## src/rtl/instr_loader_pkg.sv

```systemverilog
// Shared widths for the instruction entry path and the CPU core it feeds.
// Also holds the FIFO operation encoding used by the loader's occupancy logic.
package instr_loader_pkg;

    localparam int IN_W_DEF    = 8;
    localparam int INSTR_W_DEF = 16;
    localparam int OPCODE_W    = 4;
    localparam int DEPTH_DEF   = 4;

    typedef enum logic [1:0] {
        FIFO_HOLD = 2'b00,
        FIFO_PUSH = 2'b10,
        FIFO_POP  = 2'b01,
        FIFO_BOTH = 2'b11
    } fifo_op_e;

    function automatic int calc_nbeats(input int instr_w, input int in_w);
        return instr_w / in_w;
    endfunction

    function automatic fifo_op_e fifo_op(input logic push, input logic pop);
        case ({push, pop})
            2'b10:   return FIFO_PUSH;
            2'b01:   return FIFO_POP;
            2'b11:   return FIFO_BOTH;
            default: return FIFO_HOLD;
        endcase
    endfunction

endpackage

```

## src/rtl/instr_loader_if.sv

```systemverilog
// Valid/ready handshake carrying assembled instructions to the CPU core.
// The loader drives through the master modport, the core through the slave modport.
interface instr_loader_if
    import instr_loader_pkg::*;
#(
    parameter int INSTR_W = INSTR_W_DEF
) ();

    logic [INSTR_W-1:0] instr_out;
    logic               instr_valid;
    logic               instr_ready;

    modport master (
        output instr_out,
        output instr_valid,
        input  instr_ready
    );

    modport slave (
        input  instr_out,
        input  instr_valid,
        output instr_ready
    );

endinterface

```

## src/rtl/instr_loader_btn_conditioner.sv

```systemverilog
// Push-button conditioning: synchroniser, debounce on the synced level, rising-edge press pulse.
// A button already held when reset releases must be let go before it can produce a press.
module btn_conditioner #(
    parameter int SYNC_STAGES = 2,
    parameter int DEB_CYCLES  = 16
) (
    input  logic clk,
    input  logic rst_n,
    input  logic btn_level,
    output logic press
);

    localparam int               CNT_W  = $clog2(DEB_CYCLES + 1);
    localparam logic [CNT_W-1:0] CNT_TC = CNT_W'(DEB_CYCLES - 1);

    logic [SYNC_STAGES-1:0] sync_q;
    logic [SYNC_STAGES-1:0] fill_q;
    logic [CNT_W-1:0]       cnt_q, cnt_d;
    logic                   stable_q, stable_d;
    logic                   armed_q, armed_d;
    logic                   press_q, press_d;
    logic                   synced;
    logic                   flip;

    assign synced = sync_q[SYNC_STAGES-1];

    // fill_q marks when the synchroniser output reflects the pin rather than reset zeros
    always_ff @(posedge clk or negedge rst_n) begin
        if (!rst_n) begin
            sync_q <= '0;
            fill_q <= '0;
        end else begin
            sync_q <= {sync_q[SYNC_STAGES-2:0], btn_level};
            fill_q <= {fill_q[SYNC_STAGES-2:0], 1'b1};
        end
    end

    always_comb begin
        cnt_d = '0;
        flip  = 1'b0;
        if (synced != stable_q) begin
            if (cnt_q == CNT_TC) begin
                flip = 1'b1;
            end else begin
                cnt_d = cnt_q + 1'b1;
            end
        end
        stable_d = stable_q ^ flip;
        press_d  = flip & ~stable_q & armed_q;
        armed_d  = armed_q | (fill_q[SYNC_STAGES-1] & ~synced & ~stable_q);
    end

    always_ff @(posedge clk or negedge rst_n) begin
        if (!rst_n) begin
            cnt_q    <= '0;
            stable_q <= 1'b0;
            armed_q  <= 1'b0;
            press_q  <= 1'b0;
        end else begin
            cnt_q    <= cnt_d;
            stable_q <= stable_d;
            armed_q  <= armed_d;
            press_q  <= press_d;
        end
    end

    assign press = press_q;

endmodule

```

## src/rtl/instr_loader.sv

```systemverilog
// Assembles multi-beat switch entries into instructions and queues them for the CPU core.
// Show-ahead FIFO; head and valid come straight from registers.
module instr_loader
    import instr_loader_pkg::*;
#(
    parameter int IN_W        = IN_W_DEF,
    parameter int INSTR_W     = INSTR_W_DEF,
    parameter int DEPTH       = DEPTH_DEF,
    parameter int SYNC_STAGES = 2,
    parameter int DEB_CYCLES  = 16,
    localparam int NBEATS     = calc_nbeats(INSTR_W, IN_W),
    localparam int BEAT_W     = $clog2(NBEATS) + 1,
    localparam int CNT_W      = $clog2(DEPTH) + 1
) (
    input  logic              clk,
    input  logic              rst_n,
    input  logic              btn_level,
    input  logic [IN_W-1:0]   data_in,
    input  logic              abort,
    output logic [BEAT_W-1:0] beat_idx,
    output logic [CNT_W-1:0]  fifo_count,
    output logic              overflow,
    input  logic              clr_overflow,
    instr_loader_if.master    core_if
);

    localparam int PTR_W = $clog2(DEPTH);

    logic                press;
    logic [BEAT_W-1:0]   beat_q, beat_d;
    logic [INSTR_W-1:0]  asm_q, asm_d;
    logic                last_beat;
    logic                push;
    logic [INSTR_W-1:0]  mem_q [DEPTH];
    logic [PTR_W-1:0]    wr_ptr_q, wr_ptr_d;
    logic [PTR_W-1:0]    rd_ptr_q, rd_ptr_d;
    logic [CNT_W-1:0]    count_q, count_d;
    logic                ovf_q, ovf_d;
    logic                pop;
    logic                full;
    logic                wr_en;
    logic                drop;

    btn_conditioner #(
        .SYNC_STAGES (SYNC_STAGES),
        .DEB_CYCLES  (DEB_CYCLES)
    ) u_btn (
        .clk       (clk),
        .rst_n     (rst_n),
        .btn_level (btn_level),
        .press     (press)
    );

    assign last_beat = (beat_q == BEAT_W'(NBEATS - 1));
    assign push      = press & ~abort & last_beat;

    // On the completing beat asm_d already holds {data_in, lower beats}, so it is the pushed word
    always_comb begin
        asm_d  = asm_q;
        beat_d = beat_q;
        if (abort) begin
            asm_d  = '0;
            beat_d = '0;
        end else if (press) begin
            asm_d[int'(beat_q)*IN_W +: IN_W] = data_in;
            beat_d = last_beat ? '0 : beat_q + 1'b1;
        end
    end

    always_ff @(posedge clk or negedge rst_n) begin
        if (!rst_n) begin
            beat_q <= '0;
            asm_q  <= '0;
        end else begin
            beat_q <= beat_d;
            asm_q  <= asm_d;
        end
    end

    assign pop  = (count_q != '0) & core_if.instr_ready;
    assign full = (count_q == CNT_W'(DEPTH));

    // A pop in the same cycle frees the slot, so a push at full is only dropped without one
    always_comb begin
        wr_ptr_d = wr_ptr_q;
        rd_ptr_d = rd_ptr_q;
        count_d  = count_q;
        ovf_d    = ovf_q;
        wr_en    = 1'b0;
        drop     = 1'b0;
        if (pop) begin
            rd_ptr_d = rd_ptr_q + 1'b1;
        end
        if (push) begin
            if (!full || pop) begin
                wr_en    = 1'b1;
                wr_ptr_d = wr_ptr_q + 1'b1;
            end else begin
                drop = 1'b1;
            end
        end
        case (fifo_op(wr_en, pop))
            FIFO_PUSH: count_d = count_q + 1'b1;
            FIFO_POP:  count_d = count_q - 1'b1;
            FIFO_BOTH: count_d = count_q;
            FIFO_HOLD: count_d = count_q;
            default:   count_d = count_q;
        endcase
        if (drop) begin
            ovf_d = 1'b1;
        end else if (clr_overflow) begin
            ovf_d = 1'b0;
        end
    end

    always_ff @(posedge clk or negedge rst_n) begin
        if (!rst_n) begin
            wr_ptr_q <= '0;
            rd_ptr_q <= '0;
            count_q  <= '0;
            ovf_q    <= 1'b0;
        end else begin
            wr_ptr_q <= wr_ptr_d;
            rd_ptr_q <= rd_ptr_d;
            count_q  <= count_d;
            ovf_q    <= ovf_d;
        end
    end

    always_ff @(posedge clk or negedge rst_n) begin
        if (!rst_n) begin
            for (int i = 0; i < DEPTH; i++) begin
                mem_q[i] <= '0;
            end
        end else if (wr_en) begin
            mem_q[wr_ptr_q] <= asm_d;
        end
    end

    assign core_if.instr_out   = mem_q[rd_ptr_q];
    assign core_if.instr_valid = (count_q != '0);
    assign beat_idx            = beat_q;
    assign fifo_count          = count_q;
    assign overflow            = ovf_q;

endmodule
```

## src/flat_wrapper.sv

```systemverilog
// flat-port wrapper written by rule: the top's interface ports become plain ports
module instr_loader_flat import instr_loader_pkg::*;
#(
    parameter int IN_W        = IN_W_DEF,
    parameter int INSTR_W     = INSTR_W_DEF,
    parameter int DEPTH       = DEPTH_DEF,
    parameter int SYNC_STAGES = 2,
    parameter int DEB_CYCLES  = 16,
    localparam int NBEATS     = calc_nbeats(INSTR_W, IN_W),
    localparam int BEAT_W     = $clog2(NBEATS) + 1,
    localparam int CNT_W      = $clog2(DEPTH) + 1
)
  (clk, rst_n, btn_level, data_in, abort, beat_idx, fifo_count, overflow, clr_overflow, core_if_instr_out, core_if_instr_valid, core_if_instr_ready);
  instr_loader_if #(.INSTR_W(INSTR_W)) core_if_i ();
  input  logic clk;
  input  logic rst_n;
  input  logic btn_level;
  input  logic [IN_W-1:0] data_in;
  input  logic abort;
  output logic [BEAT_W-1:0] beat_idx;
  output logic [CNT_W-1:0] fifo_count;
  output logic overflow;
  input  logic clr_overflow;
  output wire logic [$bits(core_if_i.instr_out)-1:0] core_if_instr_out;
  output wire logic [$bits(core_if_i.instr_valid)-1:0] core_if_instr_valid;
  input wire logic [$bits(core_if_i.instr_ready)-1:0] core_if_instr_ready;
  assign core_if_instr_out = core_if_i.instr_out;
  assign core_if_instr_valid = core_if_i.instr_valid;
  assign core_if_i.instr_ready = core_if_instr_ready;
  instr_loader #(.IN_W(IN_W), .INSTR_W(INSTR_W), .DEPTH(DEPTH), .SYNC_STAGES(SYNC_STAGES), .DEB_CYCLES(DEB_CYCLES)) u_core (.clk(clk), .rst_n(rst_n), .btn_level(btn_level), .data_in(data_in), .abort(abort), .beat_idx(beat_idx), .fifo_count(fifo_count), .overflow(overflow), .clr_overflow(clr_overflow), .core_if(core_if_i));
endmodule
```

## config.mk

```make
export PLATFORM = sky130hd
export DESIGN_NAME = instr_loader_flat
export DESIGN_NICKNAME = d
export VERILOG_FILES = /design/src/rtl/instr_loader_pkg.sv /design/src/rtl/instr_loader_if.sv /design/src/rtl/instr_loader_btn_conditioner.sv /design/src/rtl/instr_loader.sv /design/src/flat_wrapper.sv
export SDC_FILE = /design/constraint.sdc
export NUM_CORES = 1
export LEC_CHECK = 0
export CAP_MARGIN = 20
export CORE_UTILIZATION = 50
export CTS_BUF_LIST = sky130_fd_sc_hd__clkbuf_4
export DETAILED_ROUTE_END_ITERATION = 16
export PLACE_DENSITY = 0.7
export SLEW_MARGIN = 5
export SYNTH_ARGS = -nofsm -noshare
export SYNTH_HDL_FRONTEND = slang
export SYNTH_SLANG_ARGS = --single-unit
```

## constraint.sdc

```tcl
create_clock -name clk -period 5.65 [get_ports clk]
set_clock_uncertainty 0.2 [all_clocks]
set_input_delay 1.13 -clock clk [delete_from_list [all_inputs] [get_ports clk]]
set_output_delay 1.13 -clock clk [all_outputs]
set_load 0.01 [all_outputs]
```

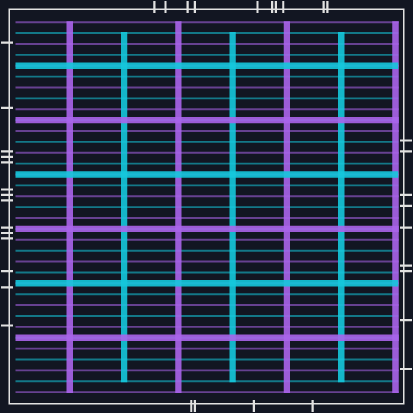
*Power grid, run 1*
Drawn at 4 px/um. Pins as bars on the die edge.
| colour | net |
|---|---|
| purple | VSS |
| cyan | VDD |
rows: 34
met5 straps: 6
met4 straps: 7
worst vdd ir: 0.157 mV
core box area: 8850 um2

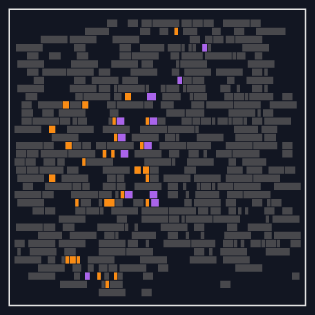
*Gate-type map, run 1*
Drawn at 3 px/um.
| colour | family | cells |
|---|---|---|
| purple | aoi and oai cells | 12 |
| orange | nor cells | 27 |
Commonest Layout Cell: dfrtp_1
Finished Layout Cells: 480
Comb/total area: 34.5%

==> reports/results.tsv, run 1 <==
metric	value	unit
P_sw	274	uW
Hold Path Origin	u_core.u_btn.fill_q[0]$_DFF_PN0_	
Final Hold Vio Count	0	
highest routed metal layer	met4	
outcome	finished, final reports clean	
Fin Setup TNS	0	ns
# DRC	0	
DP Area	5040	um2
Mean Syn Cell Area	14.0	um2
Max Slew Vio Count	0	
fill count	723	
worst path arrival time	2.55	ns
Clock Sinks	102	
Mapped Cells	330	
RR Endpoint	u_core.fifo_count[2]$_DFFE_PN0N_	
hold_buf cts	0	
Flops	102	
number of global-route vias before repair	2732	
Routed Antenna Nets	0	
first-pass GRT wire length	13.8	mm
CP max stage cell	dfrtp_1	
MaxCap Viol Count	0	
CP startpoint kind	flip-flop	
flop2flop setup slack	2.94	ns
Synth mux share	23.8	%
OpenROAD warning count	31	
Die W	98.3	um
num ports	37	
Post-synth regs	102	
pre-CTS WS	1.83	ns
Top Consumer	sequential cells	
R2R Path Start	u_core.beat_idx[0]$_DFFE_PN0P_	
cell type with the largest total area	dfrtp_1	
crit path DRT	4.32	ns
routed vias/inst	5.36	
Levels on crit path	4	
Logic power comb	31.7	uW
Reg area	2550	um2
Non-clock buffer share	8.04	%
area added between synthesis and finish	11.5	%
yosys cell count	330	
CTS clk-pin slew, worst paths	0.16	ns
# diodes	0	
# Taps	108	
Syn Nets	354	
post-detail-place hpwl	5.46	mm
Commonest cells post-synth	102 x dfrtp_1, 42 x inv_1, 34 x mux2i_1	
slew margin rel.	38.9	%
Synth cell types	35	
power density cells	216	nW/um2
invs w/o clock	42	
Die Height	98.3	um
Worst Hold Path Cells	0	
cell row count	34	
Synth Cell Area	4630	um2
Comb gate area	1780	um2
root buffer cell	clkbuf_4	
fin area	5170	um2
die area	9650	um2
WP buf/inv	3	
YS warnings	0	
Post-CTS Setup Inserts	0	
sequential cell area share	49.4	%
comb area leader	multiplexers	
initial antenna violation count	0	
worst hold-check path type	flip-flop to flip-flop	
AO/OA Area Share	3.70	%
post-CTS sizing	0	
met1 wire length	3.86	mm
top-count cell post-synth	dfrtp_1	
dominant cells by area after synthesis	dfrtp_1 55%, mux4_2 7.8%, mux2i_1 7.3%	
asr flop ratio synth	100	%
worst r2r path cells	10	
CTS H-tree lvls	3	
Chip Area, Yosys	4630	um2
Setup Viol. Count Final	0	
fraction of layout cells with a size suffix above 1	21.0	%
non-clock buffer count	41	
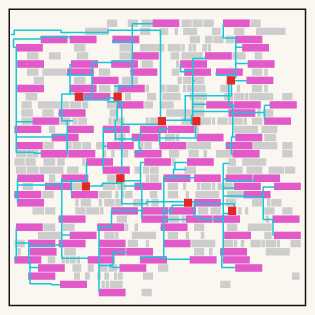
*Routed clock nets over the placement, run 1*
Drawn at 3 px/um.
[red] clock-net drivers | count: 9
[magenta] flip-flops | count: 102
[cyan] clock wires | length: 1120 um
flops lie: spread over the die
total clock network power: 349 uW
Clk pwr share: 31.2%
Clock Latency Late Sink: 0.45 ns

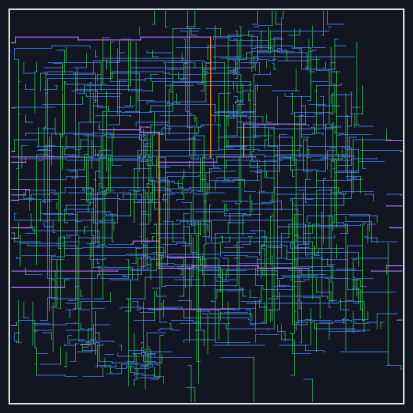
*Wiring by layer, run 1*
Drawn at 4 px/um.
| colour | layer | wire length |
|---|---|---|
| orange | M4 | 72.1 um |
| green | M2 | 3930 um |
| blue | M1 | 3860 um |
| purple | M3 | 291 um |
wire per inst: 17.0 um
Vias: 2574
GRT Total Usage: 18.8%
final WL: 8.15 mm

[run 1: sequential cells by signal, indices dropped and copies added, names as in the netlist, named ones only]
signal	flops
u_core.overflow	1
u_core.u_btn.cnt_q	5
u_core.u_btn.fill_q	2
u_core.asm_q	16
u_core.beat_idx	2
u_core.wr_ptr_q	2
u_core.u_btn.sync_q	2
u_core.mem_q	64
u_core.fifo_count	3
u_core.u_btn.armed_q	1
u_core.rd_ptr_q	2
u_core.u_btn.press	1
[run 1: metal layers]
| layer | global-route usage [%] | vias up |
|---|---|---|
| met5 | 0 | - |
| met4 | 4.13 | 0 |
| met3 | 5.08 | 8 |
| met2 | 30.4 | 39 |
| met1 | 25.5 | 1318 |
| li1 | - | 1209 |
### Clock nets, run 1

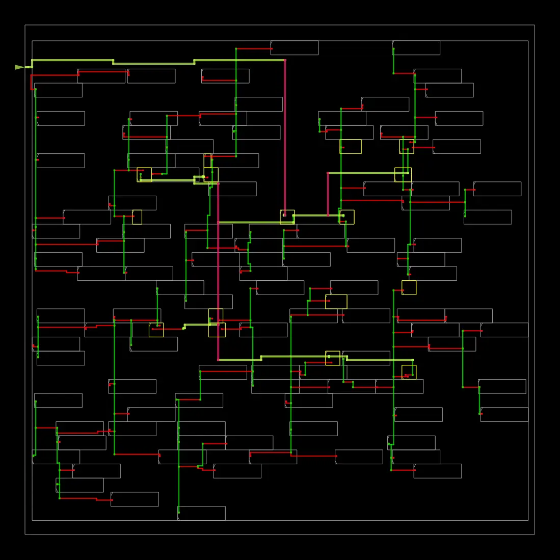

==> run 2, diff against run 1 <==
==> constraint.sdc (replaced) <==
create_clock -name clk -period 3.63 [get_ports clk]
set_clock_uncertainty 0.2 [all_clocks]
set_input_delay 0.726 -clock clk [delete_from_list [all_inputs] [get_ports clk]]
set_output_delay 0.726 -clock clk [all_outputs]
set_load 0.01 [all_outputs]
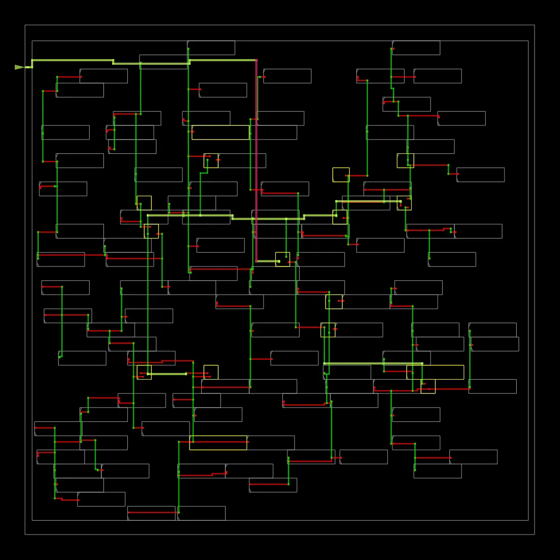
*Clock nets, run 2*
Flops: 102
TritonCTS Buffers: 9
Clock Latency Late Sink: 0.44 ns
total clock network power: 734 uW
clkbuf count: 10

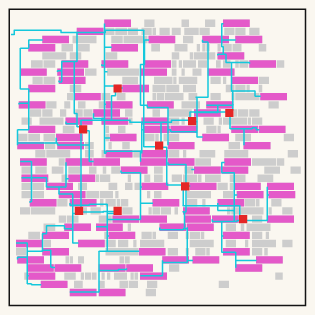
*Routed clock nets over the placement, run 2*
Drawn at 3 px/um.
[red] clock-net drivers | count: 9
[magenta] flip-flops | count: 102
[cyan] clock wires | length: 1110 um
routed clock nets: 10
flops lie: spread over the die
Clk pwr share: 38.0%

==> reports/results.tsv, run 2 <==
metric	value	unit	change
cell type with the largest total area	dfrtp_1		unchanged
Longest Clk Path Bufs	2		unchanged
invs w/o clock	42		unchanged
Synth Flop Type	dfrtp_1		unchanged
Post-synth EDFFs	0		unchanged
RePlAce Congestion	0.685		was 0.742
post-CTS sizing	0		unchanged
Area-dominant class	registers		unchanged
CP Max Fanout	18		was 10
power density cells	368	nW/um2	was 216 nW/um2
Routed Antenna Nets	0		unchanged
CTS clk-pin slew, worst paths	0.15	ns	was 0.16 ns
Commonest cells post-synth	102 x dfrtp_1, 42 x inv_1, 34 x mux2i_1		unchanged
Synth top area share	55.1	%	unchanged
OpenROAD warning count	31		unchanged
crit end category	output pin		unchanged
biggest registers after layout	u_core.mem_q x64, u_core.asm_q x16, u_core.u_btn.cnt_q x5		unchanged
die area	9650	um2	unchanged
sequential area share after synthesis	55.1	%	unchanged
comb area leader	multiplexers		unchanged
Setup Viol. Count Final	0		unchanged
Iteration-0 DRC Markers	95		was 74
dominant cells by area after synthesis	dfrtp_1 55%, mux4_2 7.8%, mux2i_1 7.3%		unchanged
fill count	733		was 723
CP Capture Point	core_if_instr_out[4]		was core_if_instr_out[2]
Non-clock buffer share	8.11	%	was 8.04%
asr flop ratio synth	100	%	unchanged
worst setup path start	u_core.rd_ptr_q[0]$_DFFE_PN0P_		unchanged
Synth cell types	35		unchanged
min cycle time layout	3.13	ns	
final worst-path cycle share	86.2	%	
Fin Setup TNS	0	ns	unchanged
initial antenna violation count	0		unchanged
Comb gate area	1780	um2	unchanged
fraction of layout cells with a size suffix above 1	22.1	%	was 21.0%
Reg area	2550	um2	unchanged
WL met2	4.16	mm	was 3.93 mm
met3 usage in global routing	5.65	%	was 5.08%
sequential cell area share	48.7	%	was 49.4%
Commonest Layout Cell	dfrtp_1		unchanged
FMAX	0.320	GHz	
CP startpoint kind	flip-flop		unchanged
worst vdd ir	0.215	mV	was 0.157 mV
crit path DRT	2.70	ns	was 4.32 ns
DP Area	5050	um2	was 5040 um2
cell row count	34		unchanged
highest routed metal layer	met4		unchanged
post-layout util	59.3	%	was 58.4%
Init Core Util	52.3	%	unchanged
fin area	5240	um2	was 5170 um2
Max Slew Vio Count	0		unchanged
Die Height	98.3	um	unchanged
Synth Area in Adders	2.86	%	unchanged
met2 Use GR	31.7	%	was 30.4%
AO/OA Area Share	3.70	%	unchanged
met1 Resource Use GR	27.3	%	was 25.5%
comb_multi_in	171		unchanged
most frequent logic cells in the routed design	102 x dfrtp_1, 42 x inv_1, 35 x clkdlybuf4s50_1		unchanged
first-pass GRT wire length	14.5	mm	was 13.8 mm
worst r2r path cells	9		was 10
# Taps	108		unchanged
R2R Path Start	u_core.fifo_count[1]$_DFFE_PN0N_		was u_core.beat_idx[0]$_DFFE_PN0P_
I/O Buffers	36		unchanged
Post-CTS Setup Inserts	0		unchanged
leak pwr	0.00273	uW	was 0.00268 uW
Mean Syn Cell Area	14.0	um2	unchanged
Comb/total area	34.0	%	was 34.5%
Basic Gates by Area	6.32	%	unchanged
worst hold-check path type	primary input to asynchronous set/reset pin		was flip-flop to flip-flop
CP Class	flip-flop to output pin		unchanged
RR Endpoint	u_core.fifo_count[2]$_DFFE_PN0N_		unchanged
RSZ-0062 raised after global routing	false		unchanged
area added between synthesis and finish	13.2	%	was 11.5%
CTS H-tree lvls	3		unchanged
metal3 WL	246	um	was 291 um
Chip Area, Yosys	4630	um2	unchanged
Worst-Margin Slew	0.752	ns	was 0.916 ns
Die W	98.3	um	unchanged
Synth Cell Area	4630	um2	unchanged
hold_buf cts	0		unchanged
GRT overflow	0		unchanged
root buffer cell	clkbuf_4		unchanged
outcome	finished, final reports clean		unchanged
ClkCell Share	3.65	%	was 2.40%
number of flip-flops in the largest register	64		unchanged
slew margin rel.	49.9	%	was 38.9%
# DRC	0		unchanged
Biggest register	u_core.mem_q		unchanged
num ports	37		unchanged
Clock Sinks	102		unchanged
post-detail-place hpwl	5.65	mm	was 5.46 mm
number of global-route vias before repair	2837		was 2732
routed vias/inst	5.39		was 5.36
worst path arrival time	2.20	ns	was 2.55 ns
gr busiest metal	met2		unchanged
final net count	395		was 391
Synth mux share	23.8	%	unchanged
yosys cell count	330		unchanged
Syn Nets	354		unchanged
MaxCap Viol Count	0		unchanged
drt first pass iters	6		unchanged
XOR Share, Synth	1.70	%	unchanged
Final Hold Vio Count	0		unchanged
flop2flop setup slack	1.05	ns	was 2.94 ns
Post-synth regs	102		unchanged
CTS tree	done		unchanged
core box area	8850	um2	unchanged
YS warnings	0		unchanged
met1 wire length	3.98	mm	was 3.86 mm
non-clock buffer count	45		was 41
top-count cell post-synth	dfrtp_1		unchanged
# diodes	0		unchanged
largest net degree at the start of global routing	61		unchanged
Mapped Cells	330		unchanged
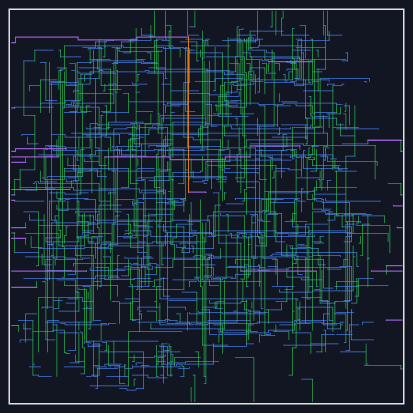
*Wiring by layer, run 2*
Drawn at 4 px/um.
| colour | layer | wire length |
|---|---|---|
| purple | M3 | 247 um |
| orange | M4 | 38.8 um |
| blue | M1 | 3980 um |
| green | M2 | 4160 um |
GRT Total Usage: 19.9%
wire per inst: 17.4 um
final WL: 8.42 mm
Vias: 2610

## run 2: cell counts after synthesis
Identical to the previous run, type by type.
## run 2: power breakdown
part | switching, uW | total [uW] | internal [uW]
clock | 371 | 734 | 363
combinational | 33.3 | 51.4 | 18.1
sequential | 3.09 | 1140 | 1140
total | 407 | 1930 | 1520
## run 2: stage by stage
stage          hold WS, ns  std cells  total power [uW]  worst slack (ns)
6_report             0.141        484              1930             0.502
5_1_grt              0.156        484              2000             0.352
4_1_cts              0.122        484              1960             0.431
3_5_place_dp         0.149        468              1220             0.399
3_3_place_gp         0.133        468              1220             0.475
2_1_floorplan        0.131        330              1170             0.806
## run 2: critical path, cell delays in order, from the launching register on
cell	delay, ns
dfrtp_1	0.35
buf_4	0.34
mux4_2	0.58
clkdlybuf4s50_1	0.50
### Gate-type map, run 2

Drawn at 3 px/um.
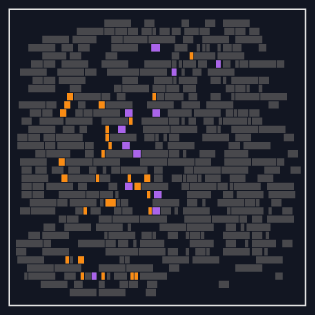

==> run 3, diff against run 2 <==
--- a/config.mk
+++ b/config.mk
@@ -5,9 +5,8 @@
 export SDC_FILE = /design/constraint.sdc
 export NUM_CORES = 1
 export LEC_CHECK = 0
-export CAP_MARGIN = 20
 export CORE_UTILIZATION = 50
-export CTS_BUF_LIST = sky130_fd_sc_hd__clkbuf_4
+export CTS_BUF_LIST = sky130_fd_sc_hd__clkbuf_16
 export DETAILED_ROUTE_END_ITERATION = 16
 export PLACE_DENSITY = 0.7
 export SLEW_MARGIN = 5
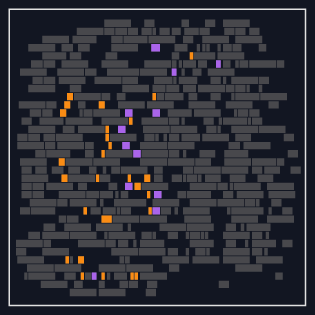
*Gate-type map, run 3*
Drawn at 3 px/um.
| colour | family | cells |
|---|---|---|
| orange | nor cells | 27 |
| purple | aoi and oai cells | 12 |
Finished Layout Cells: 484
Comb/total area: 33.0%

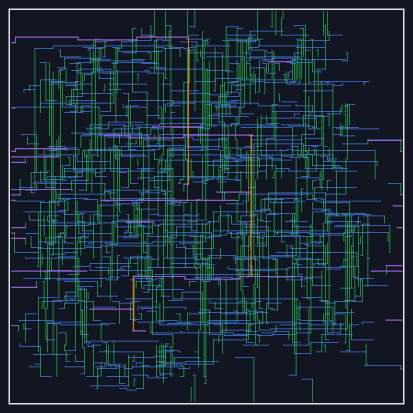
*Wiring by layer, run 3*
Drawn at 4 px/um.
| colour | layer | wire length |
|---|---|---|
| purple | M3 | 319 um |
| orange | M4 | 85.7 um |
| green | M2 | 4190 um |
| blue | M1 | 3960 um |
Vias: 2624
final WL: 8.55 mm
GRT Total Usage: 20.2%
wire per inst: 17.7 um

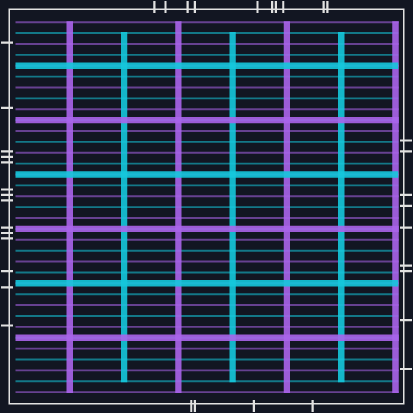
*Power grid, run 3*
Drawn at 4 px/um. Pins as bars on the die edge.
| colour | net |
|---|---|
| purple | VSS |
| cyan | VDD |
met4 straps: 7
met5 straps: 6
Die Height: 98.3 um
Die W: 98.3 um
worst vdd ir: 0.246 mV

==> reports/results.tsv, run 3 <==
metric	value	unit	change
Comb gate area	1780	um2	unchanged
met1 wire length	3.96	mm	was 3.98 mm
crit path DRT	2.70	ns	about the same
leak pwr	0.00280	uW	was 0.00273 uW
core box area	8850	um2	unchanged
Synth cell types	35		unchanged
met2 Use GR	33.0	%	was 31.7%
Clock Latency Late Sink	0.34	ns	was 0.44 ns
P_sw	461	uW	was 407 uW
dpl cells	468		unchanged
highest routed metal layer	met4		unchanged
Hold Path Origin	u_core.u_btn.fill_q[0]$_DFF_PN0_		
num ports	37		unchanged
OpenROAD warning count	31		unchanged
most frequent logic cells in the routed design	102 x dfrtp_1, 43 x inv_1, 35 x clkdlybuf4s50_1		was 102 x dfrtp_1, 42 x inv_1, 35 x clkdlybuf4s50_1
WL met2	4.19	mm	was 4.16 mm
part of the power in combinational logic	2.2	%	was 2.7%
Commonest Layout Cell	dfrtp_1		unchanged
fin area	5400	um2	was 5240 um2
post-CTS sizing	0		unchanged
MaxCap Viol Count	0		unchanged
# diodes	0		unchanged
Power Internal	1840	uW	was 1520 uW
hold_buf cts	0		unchanged
RSZ-0062 raised after global routing	false		unchanged
fraction of layout cells with a size suffix above 1	21.8	%	was 22.1%
gr busiest metal	met2		unchanged
cell row count	34		unchanged
crit end category	output pin		unchanged
Post-synth regs	102		unchanged
Clk pwr share	48.0	%	was 38.0%
die area	9650	um2	unchanged
number of global-route vias before repair	2866		was 2837
Post-synth EDFFs	0		unchanged
CTS clk-pin slew, worst paths	0.07	ns	was 0.15 ns
Mapped Cells	330		unchanged
dominant cells by area after synthesis	dfrtp_1 55%, mux4_2 7.8%, mux2i_1 7.3%		unchanged
drt first pass iters	6		unchanged
comb_multi_in	171		unchanged
clkbuf count	9		was 10
Mean Syn Cell Area	14.0	um2	unchanged
invs w/o clock	42		unchanged
Setup Viol. Count Final	0		unchanged
RePlAce Congestion	0.685		unchanged
Fin Setup TNS	0	ns	unchanged
Synth Flop Type	dfrtp_1		unchanged
outcome	finished, final reports clean		unchanged
CP delay by family, top	buffers and inverters		unchanged
YS warnings	0		unchanged
WP buf/inv	2		unchanged
Iteration-0 DRC Markers	116		was 95
met3 usage in global routing	5.44	%	was 5.65%
first-pass GRT wire length	14.7	mm	was 14.5 mm
non-clock buffer count	45		unchanged
largest net degree at the start of global routing	61		unchanged
top-count cell post-synth	dfrtp_1		unchanged
Chip Area, Yosys	4630	um2	unchanged
Final Hold Vio Count	0		unchanged
post-detail-place hpwl	5.65	mm	unchanged
ClkCell Share	6.40	%	was 3.65%
Commonest cells post-synth	102 x dfrtp_1, 42 x inv_1, 34 x mux2i_1		unchanged
Longest Clk Path Bufs	2		unchanged
sequential cell area share	47.3	%	was 48.7%
TritonCTS Buffers	9		unchanged
CTS H-tree lvls	3		unchanged
CTS tree	done		unchanged
fill count	719		was 733
area added between synthesis and finish	16.5	%	was 13.2%
GRT overflow	0		unchanged
met1 Resource Use GR	27.2	%	was 27.3%
Non-clock buffer share	7.88	%	was 8.11%
Worst Hold Path Cells	0		
final net count	395		unchanged
# Taps	108		unchanged
yosys cell count	330		unchanged
Synth top area share	55.1	%	unchanged
Biggest register	u_core.mem_q		unchanged
Flops	102		unchanged
# DRC	0		unchanged
Max stage delay on crit path	0.58	ns	about the same
worst hold-check path type	flip-flop to flip-flop		was primary input to asynchronous set/reset pin
post-route worst setup slack	0.616	ns	was 0.502 ns
post-layout util	61.0	%	was 59.3%
asr flop ratio synth	100	%	unchanged
min cycle time layout	3.01	ns	was 3.13 ns
Routed Antenna Nets	0		unchanged
metal3 WL	319	um	was 246 um
worst path arrival time	2.09	ns	was 2.20 ns
Post-CTS Setup Inserts	0		unchanged
FMAX	0.332	GHz	was 0.320 GHz
worst r2r path cells	9		unchanged
CP Capture Point	core_if_instr_out[4]		unchanged
Levels on crit path	3		unchanged
root buffer cell	clkbuf_16		was clkbuf_4
Area-dominant class	registers		unchanged
[run 3: logic make-up (layout without fill, tap and decap cells)]
logic type | Yosys count | count (layout) | synth area share (%)
buffers and inverters | 57 | 103 | 6.43
muxes | 83 | 83 | 23.8
xor gates and xnor gates | 9 | 9 | 1.70
DFF | 102 | 102 | 55.1
adders and majority gates | 10 | 10 | 2.86
and+or+nand+nor | 46 | 46 | 6.32
AOI/OAI and AO/OA | 22 | 22 | 3.70
other | 1 | 1 | 0.0810
[run 3: power by group through the flow]
stage,combinational [uW],sequential (uW),clock [uW]
global placement,52.5,1170,0
detailed placement,53.1,1170,0
floorplan,8.31,1170,0
finish,51.1,1140,1100
global route,59.4,1140,1160
CTS,53.3,1140,1120
No activity file was given, so power comes from the tool's default toggle rates.
